Design serial_addsub, sky130hd; sources not shown.
Figure 1. Register map, names as in the netlist (run 1).
Scale bar: 20 µm. Other sequential cells in the stronger grey, the rest of the logic in the fainter grey.
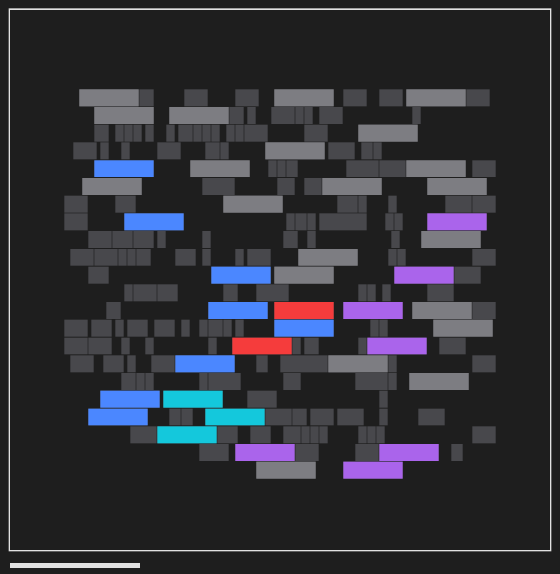
- `state_q`: red (flops 2)
- `res_q`: purple (flops 7)
- `b_q`: blue (flops 8)
- `cnt_q`: cyan (flops 3)
fin util: 50.1%
Reg area: 1030 µm²
Power Sequential: 0.778 mW
Seq/total area: 47.4%

Figure 2. Gate-type map (run 1).
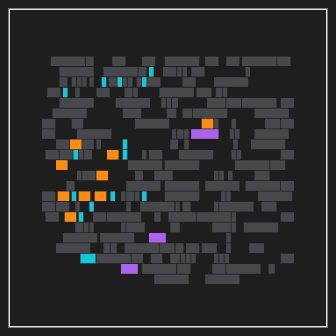
- NOR gates: cyan (cells 14; most used nor2_1)
- adder and majority cells: purple (cells 3; most used ha_1)
- XOR/XNOR gates: orange (cells 9; most used xor2_1; where left middle)
tally of non-filler cells in the final layout: 247
Comb/total area: 31.5%
Commonest Layout Cell: nand2_1

Figure 3. Wires at chosen ports, followed through buffers (run 1).
Scale bar: 20 µm.
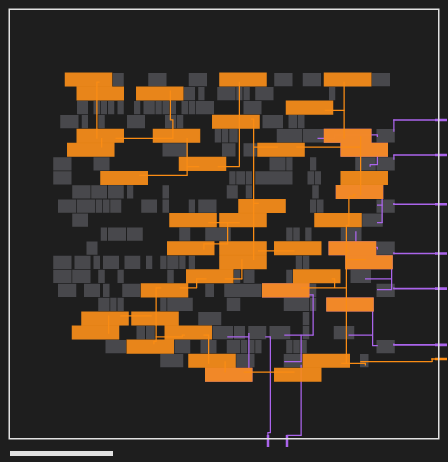
- `rst_n`: orange (bits 1; direction input; edge right; end cells 41; wire 296 µm)
- `sum`: purple (bits 8; direction output; edge 6 right, 2 bottom; end cells 8; wire 180 µm)
IO Port Bufs: 31
I/O pin cnt: 32

==> reports/metrics.csv, run 1 <==
stage,metric,value,unit
pwr,pwr/cell area,812,nW/µm²
layout,Layout area overhead,21.3,%
layout,share of layout cells above drive strength 1,8.72,%
run,OpenROAD warning count,26,
yosys,cells after synthesis,166,
yosys,"flops & latches, synth",41,
place,dpl hpwl,2.33,mm
run,Max-cap violations,0,
yosys,Commonest flop,dfrtp_1,
yosys,Ys Warns,0,
floorplan,Rows,24,
final_timing,RSZ-0062 raised after global routing,false,
clock_network,TritonCTS clock tree,done,
layout,ANT cells,0,
grt,antenna violations before repair,0,
routing,DR DRC count,0,
grt,most used routing layer,met2,
critical_path,r2r setup slk,1.81,ns
routing,final WL,3.52,mm
floorplan,Die Span Y,82.8,µm
final_timing,final hold violations,0,
pwr,Int Pwr,1.14,mW
yosys,yosys stat area,1790,µm²
pwr,Reg power frac,44.2,%
grt,met2 usage,16.1,%
yosys,Post-synth EDFFs,0,
critical_path,crit path DAT,2.30,ns
clock_network,root buf cell,clkbuf_8,
yosys,"top cells, area","dfrtp_1 (57%), nand2_1 (10%), mux2_2 (5.7%)",
pwr,Sw Share,35.4,%
pwr,Leak,1.00,nW
grt,grt total ovfl,0,
clock_network,Clock Path Buffers,2,
outcome,status,completed,
final_timing,Final Max Slew Viols,0,
grt,vias in the first global route,1198,
final_timing,setup TNS,0,ns
pwr,Psw,0.622,mW
routing,Avg Vias per Cell,5.00,
grt,M1 GR Usage,13.0,%
clock_network,Skew-Pair Late Insertion Delay,0.29,ns
clock_network,CTS Buf Count,5,
final_timing,minimum clock period,2.23,ns
final_timing,Slew @ Worst Pin,1.02,ns
critical_path,Worst Path Max Fanout,29,
layout,NumNets Final,217,
yosys,Max-area cell share,57.5,%
min_path,hold path depth,2,
clock_network,Clock Pin Slew Worst Setup and Hold Paths,0.07,ns
critical_path,CP Launch Type,input port,
grt,GR Util met3,4.39,%
routing,DRT iter0 DRCs,52,
critical_path,R2R cell count,3,
critical_path,kind of critical path,input port to flip-flop,
yosys,Synth Net Count,189,
final_timing,post-layout period usage,60.2,%
final_timing,Max-slew headroom,32.2,%
yosys,post-synth cell types,23,
min_path,worst hold path type,flip-flop to flip-flop,
pwr,Clock power frac,15.8,%
layout,most frequent cells in the layout,"nand2_1 (48), dfrtp_1 (41), clkdlybuf4s50_1 (30)",
floorplan,die width,82.8,µm
critical_path,"Req. time, crit path",3.77,ns
clock_network,Post-CTS Setup Bufs,0,
routing,drt pass-1 iters,4,
yosys,"Avg Cell Area, Syn",10.8,µm²
clock_network,CTS H-tree depth,2,
floorplan,core area,4320,µm²
grt,largest net degree at the start of global routing,42,
clock_network,# resized after CTS,0,
routing,drt wl/cell,14.2,µm
yosys,Async SR Flop Fraction,100,%
grt,first-pass GRT wire length,5.97,mm
yosys,Mapped Area,1790,µm²
routing,via count,1236,
yosys,yosys cell count,166,
routing,Routed Antenna Nets,0,
final_timing,hold slack,0.380,ns
yosys,post-synthesis sequential area ratio,57.5,%
floorplan,Core Util at FP,41.3,%
clock_network,clock sinks,41,
pwr,Comb power frac,40.0,%
run 1: routing by layer:
metal	share of wire, %	wire length, µm
met1	46	1630
met2	47	1650
met3	5.2	182
met4	1.4	50
met5	0	0
run 1: power groups by stage:
stage	clock, mW	combinational [mW]	sequential (mW)
global placement	0	0.697	0.779
finish	0.278	0.703	0.778
CTS	0.285	0.720	0.779
global route	0.312	0.790	0.805
detailed placement	0	0.716	0.788
floorplan	0	0.492	0.790
run 1: cells in the mapped netlist (3+ instances only):
cell type  instances
a31oi_1           11
nor2_1            13
o21ai_0            3
a22o_1             4
nand2_1           48
xor2_1             6
xnor2_1            3
buf_2              5
dfrtp_1           41
buf_6              3
mux2_2             9
nand3_1            3
run 1: worst max-delay path: stages:
cell and delay [ns]:
clkdlybuf4s50_1 0.42, nand2b_1 0.72, nor2_1 0.12, a221o_1 0.30
run 1: through the flow:
stage               total power [mW]  cell area [µm²]  cells  worst slack [ns]
finish                          1.76             2170    247              1.47
global route                    1.91             2170    247              1.35
CTS                             1.78             2170    247              1.47
detailed placement              1.50             2090    239              1.17
global placement                1.48             2090    239              1.24
floorplan                       1.28             1790    166              2.08
run 1: area by class of cell:
| type | instances | area [µm²] |
|---|---|---|
| tap | 52 | 65.1 |
| multi-input combinational | 113 | 682 |
| inverter | 2 | 7.51 |
| sequential | 41 | 1030 |
| timing repair buffer | 31 | 305 |
| fill | 413 | 2160 |
| clock buffer | 8 | 80.1 |
run 1: cells by family (layout without fill, tap and decap cells):
family / Yosys count / after routing / share of synthesized area (%)
and+or+nand+nor: 70 / 70 / 17.0
buffers and inverters: 12 / 41 / 4.34
AOI/OAI and AO/OA: 22 / 22 / 8.62
muxes: 9 / 9 / 5.68
DFF: 41 / 41 / 57.5
adders and majority gates: 3 / 3 / 2.52
xor gates and xnor gates: 9 / 9 / 4.42
Figure 4. Layout detail (run 1).
Scale bar: 10 µm. Region (8, 8) to (33, 33) µm. Cells in grey, sequential cells in the stronger grey; small squares are vias.
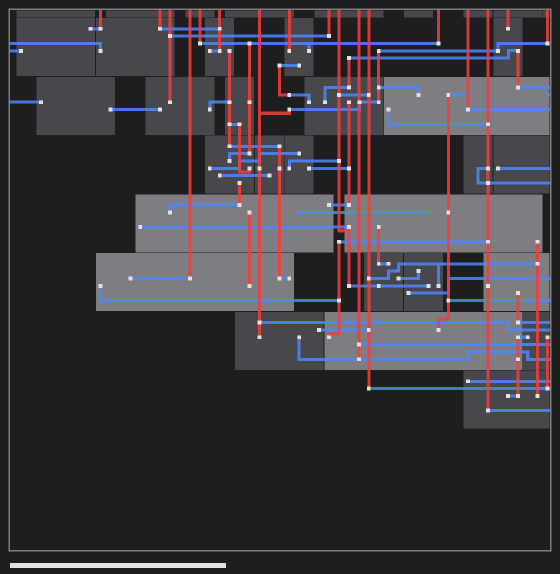

## Run 2: what changed since run 1
--- a/config.mk
+++ b/config.mk
@@ -5,7 +5,7 @@
 export SDC_FILE = /design/constraint.sdc
 export NUM_CORES = 1
 export LEC_CHECK = 0
-export ABC_CLOCK_PERIOD_IN_PS = 3700
+export ABC_CLOCK_PERIOD_IN_PS = 2270
 export CORE_MARGIN = 8
 export CORE_UTILIZATION = 40
 export DETAILED_ROUTE_END_ITERATION = 7
==> constraint.sdc (replaced) <==
create_clock -name clk -period 2.27 [get_ports clk]
set_clock_uncertainty 0.1 [all_clocks]
set_input_delay 0.454 -clock clk [delete_from_list [all_inputs] [get_ports clk]]
set_output_delay 0.454 -clock clk [all_outputs]
set_load 0.01 [all_outputs]
Figure 5. Layout detail (run 2).
Scale bar: 10 µm. Region (8, 8) to (33, 33) µm. Cells in grey, sequential cells in the stronger grey; small squares are vias.
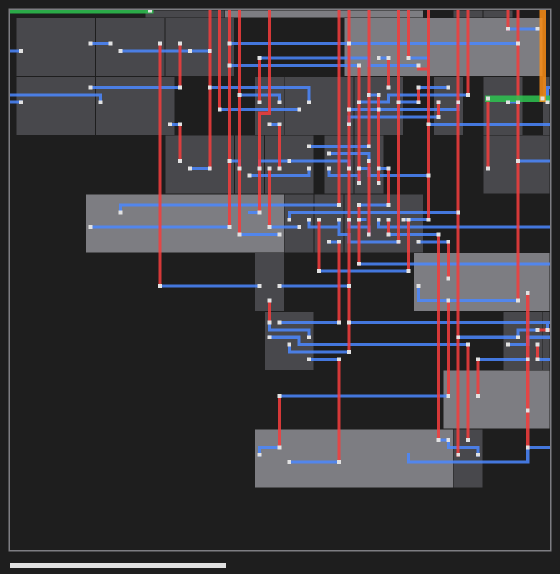
- met2: red
- met3: green
- met1: blue
- met4: orange
- sequential cells in the window: 5
- most frequent: nand2_1 (5), dfrtp_1 (5), nor2_1 (4)
- cells with their middle in the window: 28

==> reports/metrics.csv, run 2 <==
stage,metric,value,unit,change
yosys,post-synthesis sequential area ratio,57.5,%,unchanged
routing,Routed Antenna Nets,0,,unchanged
pwr,pwr/cell area,1320,nW/µm²,+62%
routing,DRT iter0 DRCs,50,,-3.8%
layout,Commonest Layout Cell,nand2_1,,
critical_path,"slowest stage cell, crit path",and2b_1,,
grt,vias in the first global route,1257,,+4.9%
grt,largest net degree at the start of global routing,42,,unchanged
clock_network,CTS Buf Count,5,,unchanged
layout,Fillers,382,,-7.5%
critical_path,CP Launch Type,flip-flop,,
run,OpenROAD warning count,26,,unchanged
layout,NumNets Final,220,,+1.4%
place,dpl hpwl,2.45,mm,+5.5%
clock_network,CTS H-tree depth,2,,unchanged
floorplan,Core Util at FP,41.3,%,unchanged
clock_network,Skew-Pair Late Insertion Delay,0.29,ns,about the same
yosys,top cell type by instance count after synthesis,nand2_1,,
clock_network,TritonCTS clock tree,done,,
floorplan,Rows,24,,unchanged
yosys,yosys cell count,166,,unchanged
pwr,Comb power frac,40.4,%,+0.4 points
yosys,Ys Warns,0,,unchanged
yosys,yosys simple share,17.0,%,unchanged
final_timing,final hold violations,0,,unchanged
place,IO Port Bufs,31,,unchanged
clock_network,# resized after CTS,0,,unchanged
clock_network,Post-CTS Setup Bufs,0,,unchanged
floorplan,die width,82.8,µm,unchanged
yosys,mux share,5.68,%,unchanged
critical_path,Worst Path Max Fanout,16,,-45%
final_timing,Final Max Slew Viols,0,,unchanged
clock_network,Clock Path Buffers,2,,unchanged
clock_network,root buf cell,clkbuf_8,,
pwr,Clock power frac,15.6,%,-0.2 points
yosys,Async SR Flop Fraction,100,%,unchanged
final_timing,setup TNS,0,ns,unchanged
floorplan,Die Span Y,82.8,µm,unchanged
critical_path,"Req. time, crit path",2.37,ns,-1.40 ns
yosys,Synth Net Count,189,,unchanged
critical_path,CP Cell Sequence,and2b_1 > buf_4 > nand2_1 > a31oi_1,,
pwr,Leak,1.02,nW,+1.9%
layout,Layout area overhead,22.7,%,
run,Max-cap violations,0,,unchanged
yosys,Mapped Area,1790,µm²,unchanged
floorplan,core area,4320,µm²,unchanged
grt,grt total ovfl,0,,unchanged
routing,drt wl/cell,14.3,µm,+0.23%
yosys,Commonest flop,dfrtp_1,,
yosys,yosys xor share,4.41,%,unchanged
place,placed cell areas,2110,µm²,+1.1%
final_timing,Slew @ Worst Pin,0.863,ns,-0.153 ns
critical_path,kind of critical path,flip-flop to flip-flop,,
final_timing,setup ws final,0.475,ns,-0.996 ns
final_timing,RSZ-0062 raised after global routing,false,,
layout,post-route design area,2190,µm²,+1.2%
critical_path,"slowest stage delay, CP",0.57,ns,-0.15 ns
routing,drt pass-1 iters,4,,unchanged
yosys,yosys stat area,1790,µm²,unchanged
yosys,top cells by count,"nand2_1 (48), dfrtp_1 (41), nor2_1 (13), a31oi_1 (11), mux2_2 (9)",,
final_timing,hold slack,0.122,ns,-0.258 ns
outcome,status,completed,,
grt,antenna violations before repair,0,,unchanged
place,dpl ws,0.305,ns,-0.868 ns
critical_path,instance count on the critical path,4,,unchanged
pwr,Int Pwr,1.86,mW,+64%
pwr,Sw Share,35.5,%,+0.17 points
critical_path,CP top delay family,simple AND/OR/NAND/NOR gates,,
Figure 6. Register map, names as in the netlist (run 2).
Scale bar: 20 µm. Other sequential cells in the stronger grey, the rest of the logic in the fainter grey.
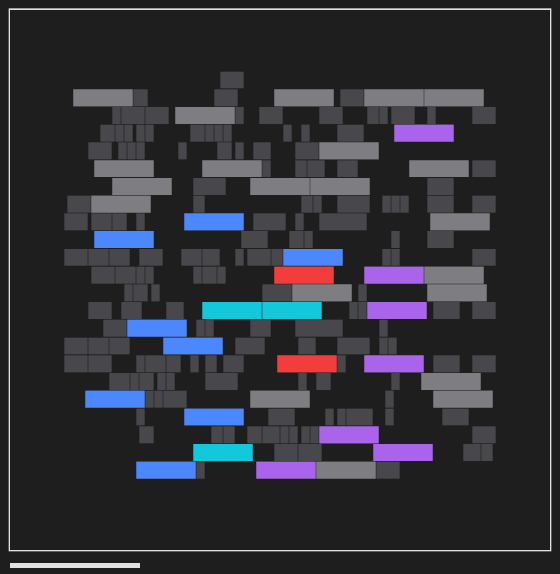
Power Sequential: 1.27 mW
Seq/total area: 46.8%
fin util: 50.7%

[run 2: power by group through the flow]
stage	logic, mW	registers [mW]	clock network, mW
6_report	1.17	1.27	0.452
5_1_grt	1.32	1.31	0.517
4_1_cts	1.19	1.27	0.478
3_5_place_dp	1.19	1.29	0
3_3_place_gp	1.16	1.27	0
2_1_floorplan	0.801	1.29	0
[run 2: layer usage]
metal / share of wire [%] / global-route usage [%] / routed length [µm] / up-vias
met5: 0 / 0 / 0 / -
met4: 1.1 / 3.35 / 39 / 0
met3: 5.5 / 4.39 / 197 / 5
met2: 46 / 16.1 / 1660 / 25
met1: 47 / 13.4 / 1670 / 608
li1: - / - / - / 610
[run 2: kinds of logic (layout without fill, tap and decap cells)]
group / Yosys count / in the layout
AND/OR/NAND/NOR: 70 / 70
flip-flops: 41 / 41
AND-OR/OR-AND: 22 / 22
buffers and inverters: 12 / 44
XOR/XNOR: 9 / 9
multiplexers: 9 / 9
adder cells (fa/ha/maj): 3 / 3
[run 2: layout make-up]
type                    count  area [µm²]  share of cell area, %
well taps                  52        65.1                   2.97
clock inverters             2        10.0                  0.457
inverters                   2        7.51                  0.343
multi-input cells         113         682                   31.1
repair buffers             34         328                   15.0
clock buffers               6        72.6                   3.31
flip-flops and latches     41        1030                   46.8
Power and IR drop assume default switching activity.
